**Run 1: close-up of the layout**

Bar = 10 um. Window x 43 to 68, y 21 to 46 um. Cells in gray, sequential cells in the stronger gray; small squares are vias.
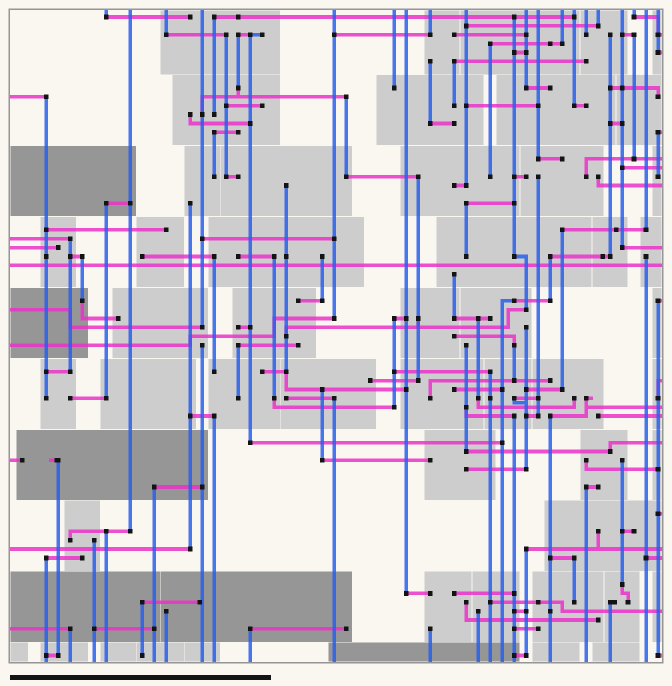
**Run 1: cell outlines without signal wires**

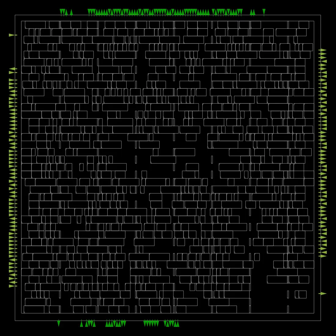
**Run 1: gate families picked out**

Bar = 20 um.
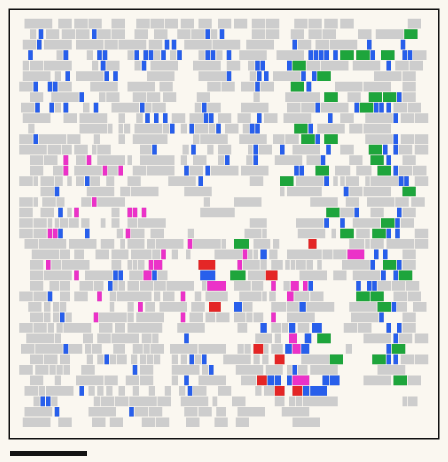
**Run 1: wiring heat map**

The die is cut into 22 by 22 equal tiles; black is low, pale yellow is high, scaled to the fullest tile. Values are wire area over tile area, all layers added.
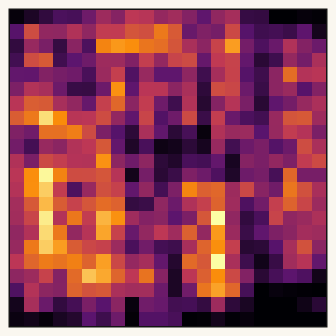
===== src/rtl/dbus_bridge.sv =====
// LSU-to-data-bus bridge: registers one load/store at a time and runs a
// Wishbone-style classic cycle with byte-lane steering, flush and timeout handling.
module dbus_bridge #(
  parameter int unsigned XLEN           = 32,
  parameter int unsigned TIMEOUT_CYCLES = 255,
  parameter int unsigned CNT_W          = 8
) (
  input  logic            clk,
  input  logic            rst_n,
  input  logic [XLEN-1:0] lsu_addr_i,
  input  logic [XLEN-1:0] lsu_wdata_i,
  input  logic            lsu_ld_req_i,
  input  logic            lsu_st_req_i,
  input  logic [1:0]      lsu_st_ops_i,
  input  logic            lsu_flush_i,
  output logic            lsu_ack_o,
  output logic [XLEN-1:0] lsu_rdata_o,
  output logic            lsu_err_o,
  output logic            mem_cyc_o,
  output logic            mem_stb_o,
  output logic            mem_we_o,
  output logic [XLEN-1:0] mem_addr_o,
  output logic [3:0]      mem_sel_o,
  output logic [XLEN-1:0] mem_wdata_o,
  input  logic            mem_ack_i,
  input  logic [XLEN-1:0] mem_rdata_i
);

  typedef enum logic [1:0] {IDLE, BUSY, RESP, DRAIN} state_t;

  state_t           state;
  logic [CNT_W-1:0] cnt;

  logic             st_go_c;
  logic             req_go_c;
  logic [3:0]       req_sel_c;
  logic [XLEN-1:0]  req_wdata_c;
  logic             timeout_c;

  // Request decode and store-lane steering; a zero-size store is no request.
  always_comb begin
    st_go_c     = lsu_st_req_i && (lsu_st_ops_i != 2'd0);
    req_go_c    = (st_go_c || lsu_ld_req_i) && !lsu_flush_i;
    req_sel_c   = 4'hF;
    req_wdata_c = '0;
    if (st_go_c) begin
      case (lsu_st_ops_i)
        2'd1: begin
          req_sel_c   = 4'b0001 << lsu_addr_i[1:0];
          req_wdata_c = {4{lsu_wdata_i[7:0]}};
        end
        2'd2: begin
          req_sel_c   = lsu_addr_i[1] ? 4'b1100 : 4'b0011;
          req_wdata_c = {2{lsu_wdata_i[15:0]}};
        end
        default: begin
          req_sel_c   = 4'hF;
          req_wdata_c = lsu_wdata_i;
        end
      endcase
    end
  end

  assign timeout_c = (cnt == CNT_W'(TIMEOUT_CYCLES - 1));

  always_ff @(posedge clk) begin
    if (rst_n) begin
      state       <= IDLE;
      cnt         <= '0;
      mem_cyc_o   <= 1'b0;
      mem_stb_o   <= 1'b0;
      mem_we_o    <= 1'b0;
      mem_addr_o  <= '0;
      mem_sel_o   <= '0;
      mem_wdata_o <= '0;
      lsu_ack_o   <= 1'b0;
      lsu_rdata_o <= '0;
      lsu_err_o   <= 1'b0;
    end else begin
      case (state)
        IDLE: begin
          if (req_go_c) begin
            state       <= BUSY;
            cnt         <= '0;
            mem_cyc_o   <= 1'b1;
            mem_stb_o   <= 1'b1;
            mem_we_o    <= st_go_c;
            mem_addr_o  <= {lsu_addr_i[XLEN-1:2], 2'b00};
            mem_sel_o   <= req_sel_c;
            mem_wdata_o <= req_wdata_c;
          end
        end
        BUSY: begin
          if (mem_ack_i) begin
            mem_cyc_o <= 1'b0;
            mem_stb_o <= 1'b0;
            // A flush landing on the ack discards the completed transaction.
            if (lsu_flush_i) begin
              state <= IDLE;
            end else begin
              state       <= RESP;
              lsu_ack_o   <= 1'b1;
              lsu_rdata_o <= mem_we_o ? '0 : mem_rdata_i;
              lsu_err_o   <= 1'b0;
            end
          end else if (timeout_c) begin
            mem_cyc_o <= 1'b0;
            mem_stb_o <= 1'b0;
            cnt       <= cnt + CNT_W'(1);
            if (lsu_flush_i) begin
              state <= IDLE;
            end else begin
              state       <= RESP;
              lsu_ack_o   <= 1'b1;
              lsu_rdata_o <= '0;
              lsu_err_o   <= 1'b1;
            end
          end else begin
            cnt <= cnt + CNT_W'(1);
            if (lsu_flush_i) begin
              state <= DRAIN;
            end
          end
        end
        RESP: begin
          lsu_ack_o <= 1'b0;
          state     <= IDLE;
        end
        DRAIN: begin
          // Let the orphaned bus cycle finish so the slave sees a clean handshake.
          if (mem_ack_i || timeout_c) begin
            mem_cyc_o <= 1'b0;
            mem_stb_o <= 1'b0;
            state     <= IDLE;
          end else begin
            cnt <= cnt + CNT_W'(1);
          end
        end
        default: state <= IDLE;
      endcase
    end
  end

endmodule

===== config.mk =====
export PLATFORM = sky130hd
export DESIGN_NAME = dbus_bridge
export DESIGN_NICKNAME = d
export VERILOG_FILES = /design/src/rtl/dbus_bridge.sv
export SDC_FILE = /design/constraint.sdc
export NUM_CORES = 1
export LEC_CHECK = 0
export CAP_MARGIN = 10
export CORE_MARGIN = 2
export CORE_UTILIZATION = 42
export DETAILED_ROUTE_END_ITERATION = 10
export GPL_TIMING_DRIVEN = 0
export PLACE_DENSITY_LB_ADDON = 0.12
export SLEW_MARGIN = 20
export SYNTH_ARGS = -nofsm -noshare
export SYNTH_HDL_FRONTEND = slang
export SYNTH_SLANG_ARGS = --single-unit

===== constraint.sdc =====
create_clock -name clk -period 2.5 [get_ports clk]
set_clock_uncertainty 0.1 [all_clocks]
set_input_delay 0.75 -clock clk [delete_from_list [all_inputs] [get_ports clk]]
set_output_delay 0.75 -clock clk [all_outputs]
set_load 0.02 [all_outputs]

==> run summary, run 1 <==
Physical design

The biggest area contributor in the post-synthesis netlist is sky130_fd_sc_hd__dfxtp_1. The internal portion of the total power is 3.22 mW. The cell sitting at the root of the clock tree is a sky130_fd_sc_hd__clkbuf_16. The yosys-reported design area after synthesis stands at 4810 um2. CTS built an H-tree with a depth of 3. Per the hold report, the tightest min-delay path originates at mem_addr_o[7]$_SDFFE_PP0P_. Once detailed placement completed, the half-perimeter wirelength came to 10600 um. OpenROAD reports that the post-layout worst path occupies 96.2% of the period. For this design, the sink count on the clock tree is 112. In this run, post-CTS repair resized a total of 0 instances. In the routed design, unresolved DRC markers number 0. The total count of hold-check failures in the final report stands at 0.

The critical-path maximum fanout stands at 10. The kind of cell with the highest combined delay along the critical path is simple AND/OR/NAND/NOR gates. The clock period minus final worst setup slack stands at 2.41 ns.

Global route summary, busiest routing layer listed as met2. The clock latency on the worst-skew pair stands at 0.35 ns. Power comes to 4.71 mW. The highest achievable clock rate stands at 416 MHz. The analysis reports a worst IR drop on VDD of 0.358 mV.

After detailed routing, the number of vias per cell comes to 5.12. The worst setup slack after layout stands at 0.0939 ns. Per the log, the first TritonRoute iteration ended with a DRC count of 199. By area the synthesized netlist is led by sky130_fd_sc_hd__dfxtp_1, sky130_fd_sc_hd__nand2_1, sky130_fd_sc_hd__mux2i_1, sky130_fd_sc_hd__a21oi_1, sky130_fd_sc_hd__a22oi_1. After detailed placement, the total cell area comes to 7050 um2. Leaving out fill and tap cells, the most frequent cell in the layout is sky130_fd_sc_hd__clkdlybuf4s50_1.

The diode insertion count for antenna repair stands at 0. Entering global routing, the biggest net connects 20 pins. The number of buffers created by CTS stands at 9. The layout report gives the register share of total cell area as 30.4%. The cell-mix breakdown from Yosys lists the XOR/XNOR area share as 0%.

The final routed wire length divided by cell count stands at 14.9 um. The critical path's largest stage delay stands at 0.50 ns. The cell sequence reported for the critical path is clkdlybuf4s50_1, inv_1, ha_2, nor2b_4, o21ai_2, buf_6, or4_1, a21oi_1. Counting pins that exceed their max-slew limit in the final report gives 0.

The area fraction in full adders, half adders and majority gates stands at 2.86%. The share of the core filled by cells before placement stands at 42.7%. The total of hold buffers inserted after clock tree synthesis stands at 0. The worst register-to-register path has a depth of 7.

The met2 track utilization from global routing stands at 37.8%. The most used flip-flop cell after synthesis is sky130_fd_sc_hd__dfxtp_1. For this design the total switching power over the nets is 1.49 mW. According to the floorplan report, the die height is 111 um. The number of buffers on the longest clock path stands at 2. At the worst endpoint, the required time is 2.68 ns.

The chip occupies 12300 um2. The initial antenna violation count stands at 0. The reg-to-reg setup timing slack stands at 0.48 ns. The proportion of synthesized flip-flops having asynchronous set or reset stands at 0%. Per the post-CTS timing run, clock transition at the registers of the reported paths is 0.08 ns.

The core occupancy in the finished layout stands at 65.4%. Before antenna repair, the detailed router went through 4 iterations. The wire length on met1 stands at 5820 um. Tracing the worst setup path back leads to its startpoint at lsu_st_ops_i[0]. Buffers outside the clock tree occupy 31.3% of the routed design's cell area. Per the summary, power density relative to cell area is 639 nW/um2. Per report_power, the Combinational row totals 1.33 mW.

In the hold report, the worst path ends at mem_addr_o[7]$_SDFFE_PP0P_. The post-synth tally of flip-flops with integrated enable stands at 0. In the synthesized netlist, the dominant kind of combinational cell is simple AND/OR/NAND/NOR gates. The filler cells instantiated in the layout total 960.

The leakage dissipation stands at 2.66 nW. By count the netlist is led by sky130_fd_sc_hd__nand2_1, sky130_fd_sc_hd__dfxtp_1, sky130_fd_sc_hd__a21oi_1. The final layout report lists a non-clock inverter count of 17. The number of buffers outside the clock class in the layout stands at 251. The switching fraction of total power stands at 31.6%. The top-level port count stands at 209. For the sequential group, total power comes out at 1.99 mW. The combinational gate count stands at 405. The post-placement setup slack stands at -0.366 ns. The flow ran to the end, and the final reports show no timing, DRC or antenna violations. The post-detailed-routing wire length stands at 14000 um. The arrival time of data at the worst endpoint is listed as 2.59 ns. The register share of total power stands at 42.3%. Setup violations remaining at the end of the flow were counted as 0. For this design, Yosys synthesis ends with a cell count of 577. In this run the tightest slew margin relative to its limit is 64.5%.

The total global routing overflow stands at 0. The final weighted congestion in routability-driven placement stands at 0.864. Summing over the stages, the warning tally comes to 34.

The net count of the finished layout is 911. The yosys warning tally stands at 0. The combinational share of power stands at 28.1%.

The synthesized netlist occupies a cell area of 4810 um2. The complex-gate fraction of the synthesized area stands at 17.9%.
About 'close-up of the layout':
M2 -> blue
M1 -> magenta
sequential cells in the window = 4
most frequent = ha_1 (4), dfxtp_1 (4)
cells with their middle in the window = 40
netlist names of flops here include = mem_wdata_o (3), mem_sel_o (1)

About 'cell outlines without signal wires':
TAP cells: 143
cell row count: 39
Non-Filler Instances: 943

About 'gate families picked out':
mux cells -> green  # cells 36, where a vertical strip on the right
nor cells -> magenta  # cells 37
nand cells -> blue  # cells 168, where spread over the die
and/or cells -> red  # cells 9, where bottom center

About 'wiring heat map':
emptiest ninth of the die = lower right
nearly empty tiles = 4.8%
tiles over half the peak = 28%
densest ninth of the die = middle left
fullest tile = 0.48

## Run 2: what changed since run 1
HOLD_SLACK_MARGIN = 0.15   (was unset)
**Run 2: cell outlines without signal wires**

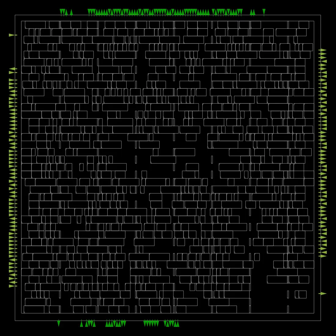
utilization of the core after routing: 65.4%
flop share of the area: 30.4%
Filler cells: 960
sequential cell count: 112
placeable core region: 11300 um2

**Run 2: gate families picked out**

Bar = 20 um.
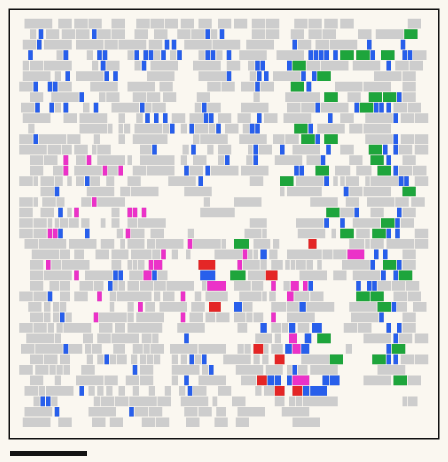
and/or cells -> red  # cells 9, where bottom center
nand cells -> blue  # cells 168, where spread over the die
nor cells -> magenta  # cells 37
mux cells -> green  # cells 36, where a vertical strip on the right

**Run 2: routed clock nets over the placement**

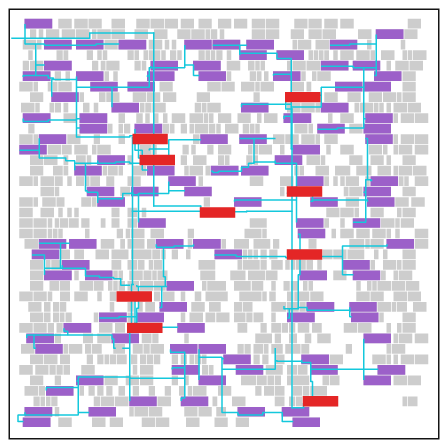
clock wires -> cyan  # length 1350 um
flip-flops -> purple  # count 112
clock-net drivers -> red  # count 9
routed clock nets = 10

==> run 2 against run 1 <==
Area after synthesis did not move. Sequential power about the same. Global-route usage unchanged. Sequential share of layout area did not move. Combinational power about the same. Hold slack is the same. Die area unchanged. First-iteration DRC count stayed put. Via count is the same.
==> run summary, run 2 <==
Physical design

The total number of placement rows stands at 39 (unchanged). The length in cells of the worst reg-to-reg path stands at 7 (unchanged). The total of hold buffers inserted after clock tree synthesis was 0 (unchanged). The worst-case headroom to the max-slew limit stands at 64.5% (unchanged). The reported net switching power stands at 1.49 mW (unchanged).

The combinational power came to 1.33 mW (about the same). The critical path starts at lsu_st_ops_i[0]. The cell area power density stands at 639 nW/um2 (unchanged). The deepest level of the CTS H-tree is 3 (unchanged). In this design, the largest share of critical-path delay is due to simple AND/OR/NAND/NOR gates. The share of the cycle needed by the critical path after routing stands at 96.2% (unchanged). The proportion of final cell area spent on non-clock buffers was 31.3% (unchanged).

The pin count of the biggest net entering global routing is 20 (unchanged). The number of buffers outside the clock class in the layout was 251 (unchanged). The leakage dissipation stands at 2.66 nW (unchanged). The met2 track utilization from global routing came to 37.8% (unchanged). The combinational share of power stands at 28.1% (about the same). The placed standard-cell area stands at 7050 um2 (unchanged). The data arrival at the endpoint of the critical path stands at 2.59 ns (about the same). The clock period minus final worst setup slack was 2.41 ns (unchanged).

The clock latency on the worst-skew pair was 0.35 ns (about the same). The wire length on met1 stands at 5820 um (unchanged). The number of clock sinks stands at 112 (unchanged). The area of the mapped netlist came to 4810 um2 (unchanged). The count of cells resized by post-cts repair was 0 (unchanged). The total count of hold-check failures in the final report came to 0 (unchanged). The number of signal-net inverters in the final layout stands at 17 (unchanged). The post-detailed-placement half-perimeter wirelength was 10600 um (unchanged). The yosys warning tally stands at 0 (unchanged).

The register share of total power stands at 42.3% (about the same). The number of warnings in the stage logs stands at 34 (unchanged). The xor/xnor cell area share of the yosys netlist stands at 0% (unchanged).

STA shows the worst min-delay path finishing at mem_addr_o[7]$_SDFFE_PP0P_. The clock-pin slew reported for the worst setup and hold paths after clock tree synthesis was 0.08 ns (about the same). The post-route total power stands at 4.71 mW (unchanged). The highest achievable clock rate stands at 416 MHz (unchanged). Among logic cells in the layout, the one with the most instances is sky130_fd_sc_hd__clkdlybuf4s50_1. The post-detailed-routing wire length stands at 14000 um (unchanged). For the worst min-delay path, the startpoint reported by OpenROAD is mem_addr_o[7]$_SDFFE_PP0P_.

The post-synthesis cell count from yosys came to 577 (unchanged). The flow ran to the end, and the final reports show no timing, DRC or antenna violations. In the synthesized netlist, the dominant kind of combinational cell is simple AND/OR/NAND/NOR gates. The yosys-reported design area after synthesis was 4810 um2 (unchanged). The diode insertion count for antenna repair stands at 0 (unchanged). The inserted tap cell count stands at 143 (unchanged). Global route summary, busiest routing layer listed as met2.

The worst vdd rail ir drop is 0.358 mV (unchanged). The proportion of synthesized flip-flops having asynchronous set or reset came to 0% (unchanged). The critical-path maximum fanout stands at 10 (unchanged). The die outline area stands at 12300 um2 (unchanged). The internal portion of total power is 3.22 mW (unchanged). The power of the sequential group stands at 1.99 mW (about the same). The final routed wire length divided by cell count was 14.9 um (unchanged). The number of buffers created by CTS was 9 (unchanged). The top-level port count was 209 (unchanged). The final weighted congestion in routability-driven placement stands at 0.864 (unchanged). The count of final max-slew check failures stands at 0 (unchanged). The cell sequence reported for the critical path is clkdlybuf4s50_1, inv_1, ha_2, nor2b_4, o21ai_2, buf_6, or4_1, a21oi_1. Clock tree synthesis selected as its root buffer the cell sky130_fd_sc_hd__clkbuf_16. The required time of the worst setup path stands at 2.68 ns (about the same). The reg-to-reg setup timing slack stands at 0.48 ns (about the same). The number of endpoints failing setup at the final stage was 0 (unchanged). The number of non-filler instances in the completed layout was 943 (unchanged). The final routed DRC violation total stands at 0 (unchanged). The commonest cells after synthesis are sky130_fd_sc_hd__nand2_1, sky130_fd_sc_hd__dfxtp_1, sky130_fd_sc_hd__a21oi_1. The complex-gate fraction of the synthesized area came to 17.9% (unchanged). The vertical die dimension is 111 um (unchanged).
**Run 2: wiring heat map**

The die is cut into 22 by 22 equal tiles; black is low, pale yellow is high, scaled to the fullest tile. Values are wire area over tile area, all layers added.
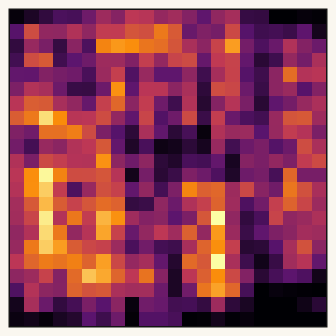

## Run 3: what changed since run 2
RECOVER_POWER = 100   (was unset)
SKIP_LAST_GASP = 1   (was unset)
**Run 3: wiring heat map**

The die is cut into 22 by 22 equal tiles; black is low, pale yellow is high, scaled to the fullest tile. Values are wire area over tile area, all layers added.
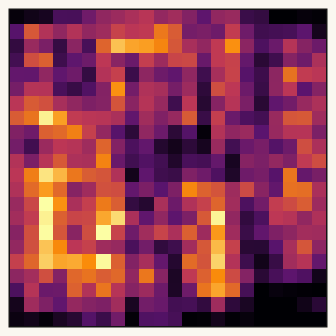
tiles over half the peak = 27%
emptiest ninth of the die = lower right
densest ninth of the die = middle left

**Run 3: routed clock nets over the placement**

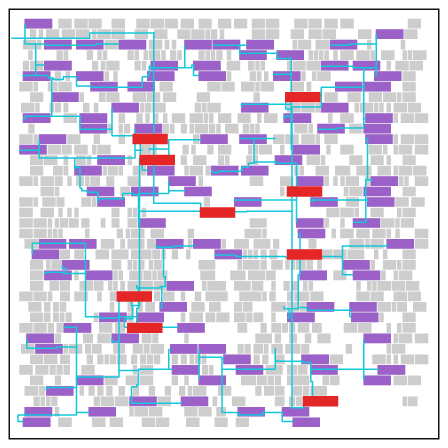
flip-flops -> purple  # count 112
clock-net drivers -> red  # count 9
clock wires -> cyan  # length 1350 um
flops lie = spread over the die
routed clock nets = 10

==> run 3 against run 2 <==
Combinational power is 4% lower. Hold slack worse by 0.0035 ns. Clock-buffer cell count stayed put. Total power is 1.3% lower. Synthesized cell count stayed put. Critical path type unchanged.
==> run summary, run 3 <==
Physical design

The cell area power density stands at 631 nW/um2 (-1.2%). STA shows the worst min-delay path finishing at mem_addr_o[7]$_SDFFE_PP0P_. The leakage dissipation came to 2.99 nW (+12%). Looking at the clock tree report, the maximum root-to-sink buffer count equals 2. The wire length on met1 stands at 5720 um (-1.7%).

The post-synthesis cell count from yosys stands at 577 (unchanged). The top cell type's share of synthesized area stands at 46.6%. The number of warnings in the stage logs came to 35 (+2.9%). The diode insertion count for antenna repair stands at 0 (unchanged).

The inserted tap cell count stands at 143 (unchanged). The vertical die dimension stands at 111 um (unchanged). The floorplan core area stands at 11300 um2 (unchanged). The post-route total power stands at 4.65 mW (-1.3%). The total of hold buffers inserted after clock tree synthesis came to 0 (unchanged). The final weighted congestion in routability-driven placement stands at 0.864 (unchanged). The clock-pin slew reported for the worst setup and hold paths after clock tree synthesis stands at 0.08 ns (about the same). The number of sequential cells in the layout stands at 112 (unchanged).

The worst vdd rail ir drop stands at 0.352 mV (-1.6%). The count of cells resized by post-cts repair stands at 0 (unchanged). The final routed wire length divided by cell count stands at 14.8 um (-0.54%). The die outline area stands at 12300 um2 (unchanged).

The number of buffers outside the clock class in the layout stands at 251 (unchanged). The complex-gate fraction of the synthesized area was 17.9% (unchanged). The required time of the worst setup path stands at 2.68 ns (about the same). The post-detailed-placement half-perimeter wirelength came to 10600 um (unchanged).

The post-detailed-routing wire length stands at 14000 um (-0.54%). The register share of total power came to 42.7% (+0.4 points). The total number of placement rows stands at 39 (unchanged). The combinational share of power stands at 27.5% (-0.6 points).

Per STA, the worst path is made up of clkdlybuf4s50_1, inv_1, ha_2, nor2b_4, o21ai_2, buf_6, or4_1, a21oi_1. The final routed DRC violation total is 0 (unchanged). The reported net switching power stands at 1.48 mW (-0.94%). The post-placement setup slack stands at -0.366 ns.

The length in cells of the worst reg-to-reg path stands at 7 (unchanged). The deepest level of the CTS H-tree is 3 (unchanged). The worst setup path is captured at a flip-flop. The reg-to-reg setup timing slack was 0.48 ns (about the same). The share of the cycle needed by the critical path after routing was 96.3% (about the same). The internal portion of total power came to 3.18 mW (-1.4%). Summed over all layers, the global routing overflow is 0.

The proportion of synthesized flip-flops having asynchronous set or reset came to 0% (unchanged). Global routing put the most usage on met2. The flow ran to the end, and the final reports show no timing, DRC or antenna violations. The launch point of the critical path was reported as lsu_st_ops_i[0].

The xor/xnor cell area share of the yosys netlist stands at 0% (unchanged). The number of non-filler instances in the completed layout came to 943 (unchanged). The power of the sequential group stands at 1.99 mW (about the same). The combinational power was 1.28 mW (-4%). The data arrival at the endpoint of the critical path is 2.59 ns (about the same). Among the non-sequential cells, simple AND/OR/NAND/NOR gates take the most area. The clock period minus final worst setup slack is 2.41 ns (+0.000561 ns). The proportion of final cell area spent on non-clock buffers came to 31.3% (about the same).

The root buffer cell chosen for the clock tree is sky130_fd_sc_hd__clkbuf_16. The power attributed to the clock group stands at 1.39 mW. The number of endpoints failing setup at the final stage stands at 0 (unchanged). The total count of hold-check failures in the final report stands at 0 (unchanged). The met2 track utilization from global routing came to 37.8% (unchanged). By count the netlist is led by sky130_fd_sc_hd__nand2_1, sky130_fd_sc_hd__dfxtp_1, sky130_fd_sc_hd__a21oi_1. The yosys-reported design area after synthesis came to 4810 um2 (unchanged). Synthesis produced 577 cells.

The yosys warning tally came to 0 (unchanged). In the finished layout, the clock tree contains a buffer count of 9. The top-level port count is 209 (unchanged). Counting only logic cells after layout, the most numerous master is sky130_fd_sc_hd__nand2_1.

The clock latency on the worst-skew pair stands at 0.35 ns (about the same). The critical-path maximum fanout came to 10 (unchanged). The worst-case headroom to the max-slew limit stands at 64.9% (+0.38 points).

The max capacitance violation total stands at 0. The area of the mapped netlist came to 4810 um2 (unchanged). For the worst min-delay path, the startpoint reported by OpenROAD is mem_addr_o[7]$_SDFFE_PP0P_.

The number of clock sinks stands at 112 (unchanged).
**Run 3: cell outlines without signal wires**

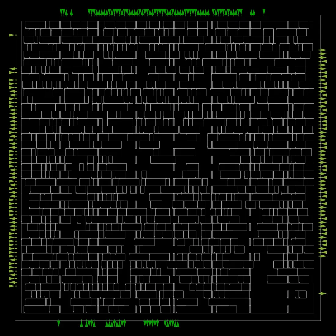
Filler cells: 962
flop share of the area: 30.4%
utilization of the core after routing: 65.4%

No activity file was given, so power comes from the tool's default toggle rates.
